**config.mk**
```make
export PLATFORM = sky130hd
export DESIGN_NAME = pulse_interval_meter
export DESIGN_NICKNAME = d
export VERILOG_FILES = /design/src/rtl/pulse_interval_meter.sv
export SDC_FILE = /design/constraint.sdc
export NUM_CORES = 1
export LEC_CHECK = 0
export ABC_AREA = 1
export ABC_CLOCK_PERIOD_IN_PS = 3900
export CAP_MARGIN = 15
export CELL_PAD_IN_SITES_DETAIL_PLACEMENT = 0
export CELL_PAD_IN_SITES_GLOBAL_PLACEMENT = 2
export CORE_MARGIN = 5
export CORE_UTILIZATION = 32
export CTS_CLUSTER_DIAMETER = 50
export DETAILED_ROUTE_END_ITERATION = 10
export PLACE_DENSITY_LB_ADDON = 0.1
export SLEW_MARGIN = 20
export SYNTH_ARGS = -nofsm -noshare
export SYNTH_HDL_FRONTEND = slang
export SYNTH_SLANG_ARGS = --single-unit
```
**constraint.sdc**
```tcl
create_clock -name clk -period 3.9 [get_ports clk]
set_clock_uncertainty 0.1 [all_clocks]
set_input_delay 1.17 -clock clk [delete_from_list [all_inputs] [get_ports clk]]
set_output_delay 1.17 -clock clk [all_outputs]
set_load 0.01 [all_outputs]
```
**src/rtl/pulse_interval_meter.sv**
```systemverilog
// Measures the clk-cycle interval between a start edge and the following stop edge,
// holding each result until the consumer accepts it and aborting after TIMEOUT_CYC cycles.
module pulse_interval_meter #(
    parameter int CNT_W       = 16,
    parameter int TIMEOUT_CYC = 1000
) (
    input  logic             clk,
    input  logic             reset,
    input  logic             enable,
    input  logic             start_in,
    input  logic             stop_in,
    output logic [CNT_W-1:0] result_data,
    output logic             result_timeout,
    output logic             result_valid,
    input  logic             result_ready,
    output logic             busy,
    output logic [7:0]       missed_count
);

    typedef enum logic [1:0] {
        IDLE       = 2'd0,
        WAIT_START = 2'd1,
        MEASURE    = 2'd2,
        HOLD       = 2'd3
    } state_t;

    localparam logic [CNT_W-1:0] TIMEOUT_VAL = CNT_W'(TIMEOUT_CYC);

    state_t           state, state_nxt;
    logic             start_prev, stop_prev;
    logic             start_edge, stop_edge;
    logic [CNT_W-1:0] cnt, cnt_nxt;
    logic [CNT_W-1:0] data_nxt;
    logic             timeout_nxt;
    logic [7:0]       missed_nxt;

    assign start_edge = start_in & ~start_prev;
    assign stop_edge  = stop_in  & ~stop_prev;

    // Outputs are pure decodes of registered state, so no input reaches them combinationally.
    assign result_valid = (state == HOLD);
    assign busy         = (state == MEASURE) || (state == HOLD);

    always_ff @(posedge clk) begin
        if (reset) begin
            state          <= IDLE;
            start_prev     <= 1'b1;
            stop_prev      <= 1'b1;
            cnt            <= '0;
            result_data    <= '0;
            result_timeout <= 1'b0;
            missed_count   <= 8'd0;
        end else begin
            state          <= state_nxt;
            start_prev     <= start_in;
            stop_prev      <= stop_in;
            cnt            <= cnt_nxt;
            result_data    <= data_nxt;
            result_timeout <= timeout_nxt;
            missed_count   <= missed_nxt;
        end
    end

    always_comb begin
        state_nxt   = state;
        cnt_nxt     = cnt;
        data_nxt    = result_data;
        timeout_nxt = result_timeout;
        missed_nxt  = missed_count;
        case (state)
            IDLE: begin
                cnt_nxt = '0;
                if (enable) state_nxt = WAIT_START;
            end
            WAIT_START: begin
                if (!enable) begin
                    state_nxt = IDLE;
                    cnt_nxt   = '0;
                end else if (start_edge && stop_edge) begin
                    data_nxt    = '0;
                    timeout_nxt = 1'b0;
                    state_nxt   = HOLD;
                end else if (start_edge) begin
                    cnt_nxt   = CNT_W'(1);
                    state_nxt = MEASURE;
                end
            end
            MEASURE: begin
                // A stop landing on the timeout cycle is still reported as a real stop.
                if (!enable) begin
                    state_nxt = IDLE;
                    cnt_nxt   = '0;
                end else if (stop_edge) begin
                    data_nxt    = cnt;
                    timeout_nxt = 1'b0;
                    state_nxt   = HOLD;
                end else if (cnt == TIMEOUT_VAL) begin
                    data_nxt    = TIMEOUT_VAL;
                    timeout_nxt = 1'b1;
                    state_nxt   = HOLD;
                end else begin
                    cnt_nxt = cnt + CNT_W'(1);
                end
            end
            HOLD: begin
                cnt_nxt = '0;
                if (start_edge && (missed_count != 8'hFF))
                    missed_nxt = missed_count + 8'd1;
                if (result_ready)
                    state_nxt = enable ? WAIT_START : IDLE;
            end
            default: begin
                state_nxt = IDLE;
                cnt_nxt   = '0;
            end
        endcase
    end

endmodule
```
Figure 1. Sequential cells grouped by signal name (run 1).
The bar under the picture is 20 um long. Other sequential cells in the stronger grey, the rest of the logic in the fainter grey.
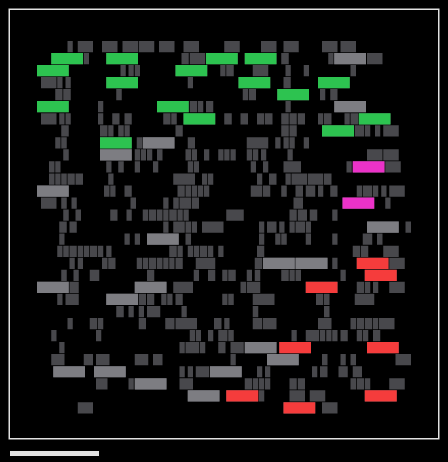
- `state`: magenta (sequential cells 2)
- `result_data`: green (sequential cells 16)
- `missed_count`: red (sequential cells 8; where lower right)
- not coloured: 19

Figure 2. Routed metal per tile (run 1).
19 x 19 tiles, from dark purple (low) to yellow (high), scaled to the fullest tile. Values are wire area over tile area, all layers added.
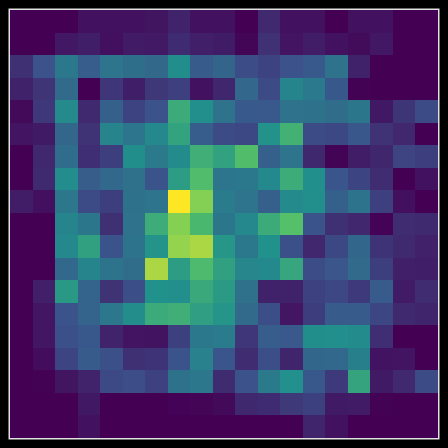
- fullest tile: 0.49
- nearly empty tiles: 19%
- mean over tiles: 0.11

Figure 3. Metal layers overlaid (run 1).
Two of the layers only.
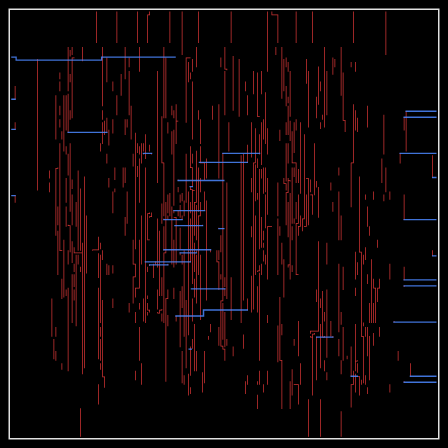
- metal 2: red (wire length 3090 um)
- metal 3: blue (wire length 225 um)
detail-routed net length per standard cell: 13.6 um
Total GRT Usage: 0.147
DR vias: 2305
drt total wl: 6.74 mm

Figure 4. Cell area per tile (run 1).
The bar under the picture is 20 um long. 10 x 10 tiles, from dark purple (low) to yellow (high), 0 to 100% covered.
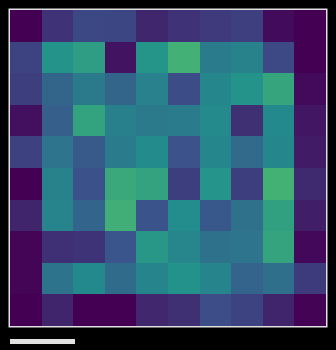
- fullest tile: 64%
- emptiest ninth of the die: lower left
- mean over tiles: 29%
- densest ninth of the die: centre

==> results.json, run 1 <==
{
  "status": "completed",
  "drt_iter0_drc": 109,
  "crit_arrival_ns": 3.11,
  "crit_buf_inv": 4,
  "synthCells": 367,
  "r2r_cells": 9,
  "synth.area.mux_share": 0,
  "final_cells": 495,
  "switchingPower_mw": 0.230,
  "wl_met2_mm": 3.09,
  "fp-row-count": 31,
  "slew_headroom": 0.389,
  "seq_share": 0.314,
  "edf_count": 0,
  "grt_max_degree": 20,
  "antenna_found_initial": 0,
  "hold-worst-slack_ns": 0.376,
  "synth_flops": 45,
  "place_ws_ns": 0.586,
  "yosysWarnings": 0,
  "top_regs": "cnt x16, result_data x16, missed_count x8",
  "tightest_slew_ns": 0.908,
  "dieWidth_um": 96.6,
  "dpl.hpwl_mm": 5.11,
  "dominant_cells": "multi-input combinational cells",
  "comb_area_share": 0.442,
  "synthAdderAreaFrac": 0.0156,
  "htree_levels": 2,
  "endpoint_kind": "flop",
  "portBuffers": 32,
  "holdBufCountCts": 0,
  "clock_area_frac": 0.0257,
  "drive_gt1_frac": 0.0934,
  "vdd_drop_max_mv": 0.123,
  "clk_latency_ns": 0.30,
  "grt_use_met2": 0.242,
  "numCtsBuffers": 5,
  "top_layer_used": "met4",
  "tns_ns": 0,
  "final-seq-area_um2": 901,
  "met1_usage": 0.194,
  "final_cell_mix": "nor2_1, nand2_1, dfxtp_1",
  "place_congestion": 0.812,
  "r2r-end": "result_data[10]",
  "powerComb_mw": 0.108,
  "async_reset_ff_frac": 0,
  "design.portCount": 33,
  "powerClk_mw": 0.275,
  "synth_top_area_share": 0.375,
  "nFillCells": 828,
  "reg2reg_from": "state[0]",
  "synth.cellmix.compoundShare": 0.134,
  "crit_start": "enable",
  "ys_top_logic_family": "simple AND/OR/NAND/NOR gates",
  "ys_area_um2": 2400,
  "wl_met3_um": 224,
  "ys.flop_type": "dfxtp_1",
  "inverters_excl_clock": 44,
  "root_buffer": "clkbuf_8",
  "sw_frac_of_total": 0.265,
  "min_delay_path_depth": 2,
  "hp-class": "flop to flop",
  "combGateArea_um2": 1270,
  "seq_cell_power_mw": 0.483,
  "crit_path_max_fanout": 17,
  "maxCapViolations": 0,
  "clkbuf_count": 5,
  "placed_cells": 489,
  "cts_tree": "yes",
  "period_used_share": 0.775,
  "rsz0062_at_grt": "false",
  "cts_sinks": 45,
  "fin_total_pwr_mw": 0.866,
  "yosys-stat-cells": 367,
  "min_to": "result_timeout",
  "logic_gates": 267,
  "p_leak_nw": 1.16,
  "layout_min_cycle_time_ns": 3.02,
  "path_cells": "clkdlybuf4s50_1 -> inv_2 -> nor2_4 -> inv_2 -> nand2_1 -> nand2_1 -> clkinv_2 -> o21ai_0 -> nor2_1",
  "grt_pass1_wl_mm": 11.4,
  "viasPerCell": 4.66,
  "maxSlewViolCount": 0,
  "crit_type": "primary input to flop",
  "crit_cells": 9,
  "dieArea_um2": 9340,
  "cts.reportedPaths.clkPinSlew_ns": 0.08,
  "worst_slack_ns": 0.878,
  "worst_setup_path_start_kind": "primary input",
  "r2r_setup_slack_ns": 1.65,
  "grt_pass1_vias": 2288,
  "flops": 45,
  "crit_path_top_delay_cell": "clkdlybuf4s50_1",
  "max_freq_ghz": 0.331,
  "setup_viol": 0,
  "lay_top_count": "nor2_1",
  "design_area_um2": 2870,
  "buffers": 34,
  "hold_violations": 0,
  "bufAreaShareNonClock": 0.117,
  "area_leaders": "dfxtp_1, nor2_1, nand2_1",
  "synth.distinct_cells": 28,
  "crit_family": "buffers and inverters",
  "cts_resized": 0,
  "simple_gate_area_frac": 0.363,
  "post-cts-setup-buffer-count": 0,
  "intPower_mw": 0.636,
  "drc": 0,
  "antenna_left": 0,
  "synth.avg_cell_area_um2": 6.55,
  "final_util": 0.393,
  "mappedNetlistArea_um2": 2400,
  "worstSetupEndpoint": "result_data[10]",
  "clkPwrFrac": 0.318,
  "overflow": 0,
  "core_um2": 7290,
  "nets": 406,
  "worstHoldStart": "result_timeout",
  "synthTopCellsByCount": "nor2_1, nand2_1, dfxtp_1, inv_1, nand3_1",
  "seqPwrFrac": 0.558,
  "n_antenna_cell": 0,
  "globalRouteMet3Util": 0.0273,
  "syn_nets": 376,
  "dr.pass1.iters": 4,
  "synth.most_common_cell": "nor2_1"
}
Figure 5. The clock network (run 1).
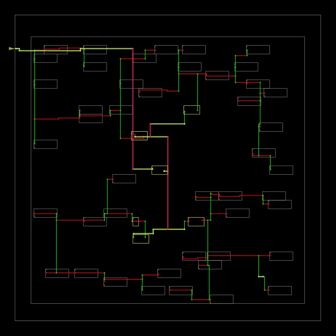

==> inputs of run 2 (changes only) <==
--- a/config.mk
+++ b/config.mk
@@ -6,12 +6,12 @@
 export NUM_CORES = 1
 export LEC_CHECK = 0
 export ABC_AREA = 1
-export ABC_CLOCK_PERIOD_IN_PS = 3900
+export ABC_CLOCK_PERIOD_IN_PS = 2450
 export CAP_MARGIN = 15
 export CELL_PAD_IN_SITES_DETAIL_PLACEMENT = 0
 export CELL_PAD_IN_SITES_GLOBAL_PLACEMENT = 2
 export CORE_MARGIN = 5
-export CORE_UTILIZATION = 32
+export CORE_UTILIZATION = 27
 export CTS_CLUSTER_DIAMETER = 50
 export DETAILED_ROUTE_END_ITERATION = 10
 export PLACE_DENSITY_LB_ADDON = 0.1
==> constraint.sdc (replaced) <==
create_clock -name clk -period 2.45 [get_ports clk]
set_clock_uncertainty 0.1 [all_clocks]
set_input_delay 0.735 -clock clk [delete_from_list [all_inputs] [get_ports clk]]
set_output_delay 0.735 -clock clk [all_outputs]
set_load 0.01 [all_outputs]
Figure 6. The clock network (run 2).
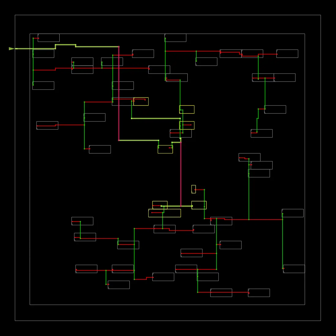
CTS sink count: 45
Late-Pin Clk Latency: 0.30 ns
# clk buffers: 7
registers: 45

==> run 2 against run 1 <==
  * Critical path depth shrank 6
  * Count of clock-buffer cells in the layout grew 2
  * Flip-flop count is the same
  * Critical path type is now flop to primary output
  * Critical endpoint is now result_valid
  * Highest routed layer unchanged
==> results.json, run 2 <==
{
  "status": "completed",
  "fin_total_pwr_mw": 1.57,
  "final_cell_mix": "nor2_1, nand2_1, dfxtp_1",
  "antenna_left": 0,
  "sw_frac_of_total": 0.247,
  "setup_viol": 0,
  "period_used_share": 0.913,
  "combGateArea_um2": 1270,
  "ys_top_logic_family": "simple AND/OR/NAND/NOR gates",
  "grt_pass1_vias": 2391,
  "yosys-stat-cells": 367,
  "clkPwrFrac": 0.381,
  "nets": 430,
  "intPower_mw": 1.18,
  "hold_violations": 0,
  "fp-row-count": 34,
  "logic_gates": 267,
  "powerComb_mw": 0.203,
  "dieArea_um2": 10900,
  "grt_use_met2": 0.241,
  "syn_nets": 376,
  "overflow": 0,
  "design_area_um2": 3100,
  "root_buffer": "clkbuf_8",
  "place_ws_ns": -0.0338,
  "dieWidth_um": 104,
  "post-cts-setup-buffer-count": 0,
  "antenna_found_initial": 0,
  "inverters_excl_clock": 44,
  "layout_min_cycle_time_ns": 2.24,
  "grt_use_total": 0.138,
  "final-seq-area_um2": 901,
  "crit_type": "flop to primary output",
  "cts_tree": "yes",
  "buffers": 58,
  "synth.distinct_cells": 28,
  "cts.reportedPaths.clkPinSlew_ns": 0.09,
  "dominant_cells": "multi-input combinational cells",
  "cts_resized": 0,
  "crit_start": "state[1]",
  "portBuffers": 32,
  "viasPerCell": 4.52,
  "wl_met2_mm": 3.66,
  "r2r_cells": 12,
  "clock_area_frac": 0.0375,
  "rsz0062_at_grt": "false",
  "final_cells": 530,
  "switchingPower_mw": 0.388,
  "via_count": 2397,
  "grt_max_degree": 19,
  "post_drt_wl_per_cell_um": 14.1,
  "seq_cell_power_mw": 0.767,
  "synthCells": 367,
  "hp-class": "flop to flop",
  "hold-worst-slack_ns": 0.388,
  "crit_cells": 3,
  "crit_family": "buffers and inverters",
  "crit_arrival_ns": 1.40,
  "lay_top_count": "nor2_1",
  "ys.flop_type": "dfxtp_1",
  "synthTopCellsByCount": "nor2_1, nand2_1, dfxtp_1, inv_1, nand3_1",
  "bufAreaShareNonClock": 0.166,
  "synth.avg_cell_area_um2": 6.55,
  "yosysWarnings": 0,
  "dr.pass1.iters": 4,
  "placed_cells": 522,
  "min_delay_path_depth": 2,
  "area_leaders": "dfxtp_1, nor2_1, nand2_1",
  "vdd_drop_max_mv": 0.196,
  "top_layer_used": "met4",
  "worst_slack_ns": 0.214,
  "worstSetupEndpoint": "result_valid",
  "edf_count": 0,
  "mappedNetlistArea_um2": 2400
}
